run_1/zoom.png
Bar = 10 um. Region (63, 8) to (103, 48) um. Cells in gray, sequential cells in the stronger gray; small squares are vias.
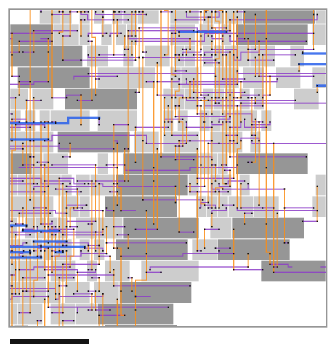
run_1/met3.png
Bar = 20 um.
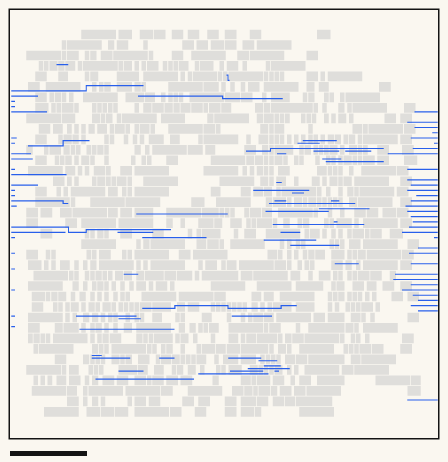
run_1/met1.png
Bar = 20 um. Supply wires on this layer in gray.
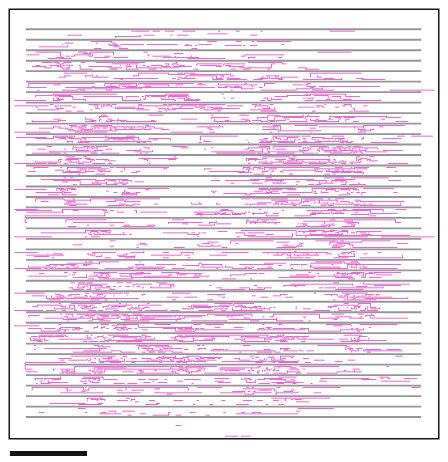
run_1/gate_families.png
Bar = 20 um.
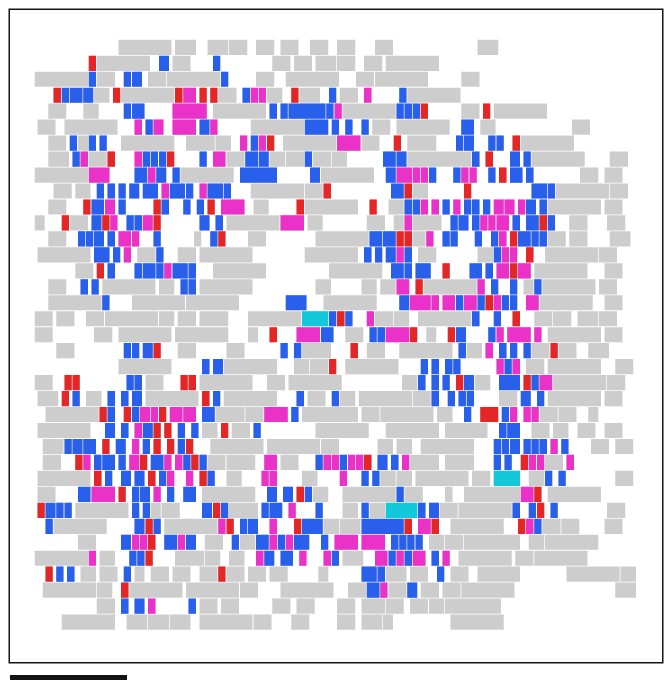
Design compuerta_flat, sky130hd; sources not shown.
==> results.json, run 1 <==
{
  "outcome": "completed",
  "synth.comb.largest_family": "simple AND/OR/NAND/NOR gates",
  "cp_cell_sequence": "dlygate4sd2_1",
  "firstDrtPassIters": 5,
  "io_buffer_count": 103,
  "chip_area_um2": 12300,
  "p_comb_mw": 1.32,
  "crit_fanout": 4,
  "ys_types": 25,
  "seq_area_um2": 2430,
  "crit_cells": 1,
  "p_seq_mw": 2.62,
  "logic_gate_count": 495,
  "drive_gt1_share_pct": 13.6,
  "grt_antenna_before_repair": 1,
  "met2_usage_pct": 37.7,
  "maxCapViolCount": 0,
  "hold_viol": 0,
  "initCoreUtil_pct": 51.5,
  "clock.fmax_mhz": 569,
  "fillers": 880,
  "total_power_mw": 5.39,
  "leakage_nw": 3.68,
  "grt_pass1_wl_mm": 23.2,
  "gp_congestion": 0.929,
  "place_inst": 965,
  "final_cell_mix": "nand2_1 (211), dfrtp_1 (93), inv_1 (88)",
  "ff2ff_path_depth": 9,
  "fa_ha_area_share_pct": 0.707,
  "seqPwrFrac_pct": 48.5,
  "ys_sh_aoi_pct": 0.801,
  "rsz0062_at_grt": "true",
  "yosysCellCount": 685,
  "wl_met1_mm": 5.92,
  "crit_type": "reg -> out",
  "wl_met2_mm": 6.51,
  "clockNetworkAreaShare_pct": 2.82,
  "setup_viol_count_final": 0,
  "n_antenna_cell": 0,
  "buf_share_pct": 18.4,
  "io_pins": 104,
  "sh_seq_area_pct": 34.5,
  "fp_nets": 694,
  "syn_area_um2": 5310,
  "path_clk_slew_ns": 0.09,
  "cts_buffer_depth": 2,
  "ant_nets": 0,
  "synthCells": 685,
  "netlist_top_cells_area": "dfrtp_1 (46%), nand2_1 (15%), nor2_1 (6.8%)",
  "p_clk_share_pct": 26.9,
  "syn_to_final_growth_pct": 32.6,
  "yosys_warnings": 0,
  "fin_ws_ns": 0.0415,
  "design.seq.count": 97,
  "cp.arrival_ns": 1.25,
  "final_core_util_pct": 68.2,
  "ff_type": "dfrtp_1",
  "power_leader": "registers",
  "worst_pin_slew_ns": 0.406,
  "hp-class": "in -> async",
  "crit_path_max_incr_delay_ns": 0.45,
  "ys_ff": 97,
  "cts_buffers": 9,
  "n_tap_cell": 136,
  "cts_num_sinks": 97,
  "dr.first_iter.drc_count": 230,
  "clk-power_mw": 1.45,
  "whs_ns": 0.265,
  "cpMaxStageDelayCell": "dfrtp_1",
  "xor_area_share_pct": 9.73,
  "yosys_area_um2": 5310,
  "ys_seq_share_pct": 45.7,
  "grt_overflow": 0,
  "edf_count": 0,
  "n_all_inverters": 91,
  "dominant_cells": "multi-input combinational cells",
  "p_int_mw": 3.56,
  "comb_power_share_pct": 24.5,
  "dp_slack_ns": -0.347,
  "drc_errors": 0,
  "cp_data_required_time_ns": 1.29,
  "vdd_drop_max_mv": 0.457,
  "synthTopCellsByCount": "nand2_1 (213), dfrtp_1 (97), nor2_1 (96)",
  "endpoint_kind": "output pin"
}
Notes on zoom.png above:
layer	color
met2	orange
met3	blue
met1	purple
sequential cells in the window	18
most frequent	nand2_1 (38), dfrtp_1 (15)
cells with their middle in the window	137

Notes on met3.png above:
wire length on this layer	914 um
share of all routed wire	6.8%
main direction	horizontal
via count: 4998
met3 usage: 5.68%

Notes on met1.png above:
wire length on this layer	5920 um
longest straight run	25.8 um
share of all routed wire	44%
Total Wirelength: 13.5 mm
met1 Use GR: 29.9%

Notes on gate_families.png above:
family	color	cells	most used
NAND gates	blue	302	nand2_1
NOR gates	magenta	123	nor2_1
adder and majority cells	cyan	3	ha_1
inverters	red	91	inv_1
final cell count without fillers: 986
most numerous logic cell after layout: nand2_1
logic share of the area: 36.9%

run_1/final_congestion.png
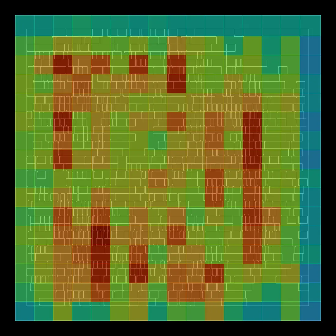

--- run 2 (diff from run 1) ---
--- a/config.mk
+++ b/config.mk
@@ -6,7 +6,7 @@
 export NUM_CORES = 1
 export LEC_CHECK = 0
 export ABC_AREA = 1
-export ABC_CLOCK_PERIOD_IN_PS = 1800
+export ABC_CLOCK_PERIOD_IN_PS = 1980
 export CORE_MARGIN = 4
 export CORE_UTILIZATION = 50
 export DETAILED_ROUTE_END_ITERATION = 8
@@ -14,3 +14,4 @@
 export SYNTH_ARGS = -nofsm -noshare
 export SYNTH_HDL_FRONTEND = slang
 export SYNTH_SLANG_ARGS = --single-unit
+export TNS_END_PERCENT = 30
==> constraint.sdc (replaced) <==
create_clock -name clk -period 1.98 [get_ports clk]
set_clock_uncertainty 0.15 [all_clocks]
set_input_delay 0.396 -clock clk [delete_from_list [all_inputs] [get_ports clk]]
set_output_delay 0.396 -clock clk [all_outputs]
set_load 0.03 [all_outputs]
run_2/final_congestion.png
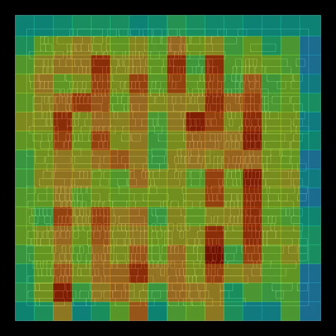
GRT Total Usage: 22.4%
busiest grt layer: met2
met3 usage: 4.64%

==> results.json, run 2 <==
{
  "ff_type": "dfrtp_1",
  "yosysCellCount": 685,
  "fin_ws_ns": 0.0595,
  "syn_to_final_growth_pct": 28.5,
  "io_buffer_count": 103,
  "edf_count": 0,
  "p_clk_share_pct": 27.4,
  "crit_type": "reg -> out",
  "drive_gt1_share_pct": 8.89,
  "yosys_warnings": 0,
  "yosys_area_um2": 5310,
  "wl_met1_mm": 6.13,
  "ys_types": 25,
  "relSlewSlack_pct": 65.6,
  "power_density_nw_per_um2": 695,
  "grt_overflow": 0,
  "cpMaxStageDelayCell": "clkdlybuf4s50_1",
  "path_clk_slew_ns": 0.09,
  "post_cts_buffers": 0,
  "nets": 836,
  "synthesis.area_per_instance_um2": 7.76,
  "dpl.hpwl_mm": 10.4,
  "stdcell_count": 969,
  "met1_usage_pct": 30.3,
  "outcome": "completed",
  "clockNetworkAreaShare_pct": 2.86,
  "hp-class": "reg -> reg",
  "cts_buffer_depth": 2,
  "viasPerCell": 5.03,
  "ys_sh_aoi_pct": 0.801,
  "grt_antenna_before_repair": 1,
  "mux_share_pct": 0,
  "synthArstFlopShare_pct": 100,
  "cp.arrival_ns": 1.37,
  "sh_comb_area_pct": 37.0,
  "buf_share_pct": 16.9,
  "design.seq.count": 97,
  "whs_ns": 0.358,
  "crit_fanout": 1,
  "placed_area_um2": 6720,
  "clk-power_mw": 1.30,
  "design_area_um2": 6830,
  "drc_errors": 0,
  "p_comb_mw": 1.05,
  "die_y_um": 111,
  "drt-total-wl_mm": 13.5,
  "cts_num_sinks": 97,
  "crit_cells": 1,
  "startpoint_type": "flop",
  "synth.comb.largest_family": "simple AND/OR/NAND/NOR gates",
  "firstDrtPassIters": 4,
  "grt_pass1_wl_mm": 23.0,
  "endpoint_kind": "output pin",
  "cp_top_family": "buffers and inverters",
  "crit_path_max_incr_delay_ns": 0.67,
  "fp_nets": 694,
  "synthTopCellsByCount": "nand2_1 (213), dfrtp_1 (97), nor2_1 (96)",
  "seqPwrFrac_pct": 50.4,
  "logic_gate_count": 495,
  "n_antenna_cell": 1,
  "final_cell_mix": "nand2_1 (213), nor2_1 (95), dlygate4sd2_1 (94), dfrtp_1 (94), inv_1 (88)",
  "hold_viol": 0,
  "chip_area_um2": 12300,
  "synthCells": 685,
  "wl_met2_mm": 6.41,
  "io_pins": 104,
  "clockRootBuffer": "clkbuf_8",
  "wl_met3_um": 769,
  "clock.fmax_mhz": 521,
  "cp_data_required_time_ns": 1.43,
  "switchingPower_mw": 1.63,
  "vias": 4875,
  "cts_resized": 94,
  "dominant_cells": "multi-input combinational cells",
  "htreeDepth": 3,
  "buffers_excl_clock": 133,
  "ant_nets": 0,
  "cp_cell_sequence": "clkdlybuf4s50_1",
  "met2_usage_pct": 36.2,
  "layout.area.comb_um2": 2520,
  "netlist_top_cells_area": "dfrtp_1 (46%), nand2_1 (15%), nor2_1 (6.8%)",
  "n_all_inverters": 91,
  "dr.max_layer_used": "met4",
  "mostFrequentLayoutCell": "nand2_1",
  "p_seq_mw": 2.39,
  "final_max_slew_viol_count": 0,
  "sh_seq_area_pct": 35.6,
  "ff2ff_path_depth": 10,
  "initCoreUtil_pct": 51.5,
  "syn_area_um2": 5310,
  "xor_area_share_pct": 9.73,
  "ys_seq_share_pct": 45.7,
  "cts_buffers": 9,
  "grt_pass1_vias": 4821,
  "ctsHoldBuffers": 1,
  "dp_slack_ns": -0.229,
  "simple_gate_area_share_pct": 36.1,
  "top_cell_area_share_pct": 45.7,
  "hold_path_depth": 2,
  "power_leader": "registers",
  "comb_power_share_pct": 22.2,
  "swShare_pct": 34.4,
  "seq_area_um2": 2430,
  "fillers": 950,
  "clock_latency_ns": 0.36,
  "place_inst": 951,
  "fa_ha_area_share_pct": 0.707,
  "total_power_mw": 4.75,
  "drt-wirelength-per-cell_um": 14.0,
  "leakage_nw": 3.67,
  "setup_viol_count_final": 0,
  "dr.first_iter.drc_count": 273,
  "ys_ff": 97,
  "n_tap_cell": 136,
  "p_int_mw": 3.12,
  "gp_congestion": 0.938,
  "worst_pin_slew_ns": 0.516,
  "vdd_drop_max_mv": 0.580,
  "synth.most_common_cell": "nand2_1",
  "maxCapViolCount": 0,
  "tritoncts": "built",
  "final_core_util_pct": 66.1,
  "rows": 37,
  "rsz0062_at_grt": "false"
}
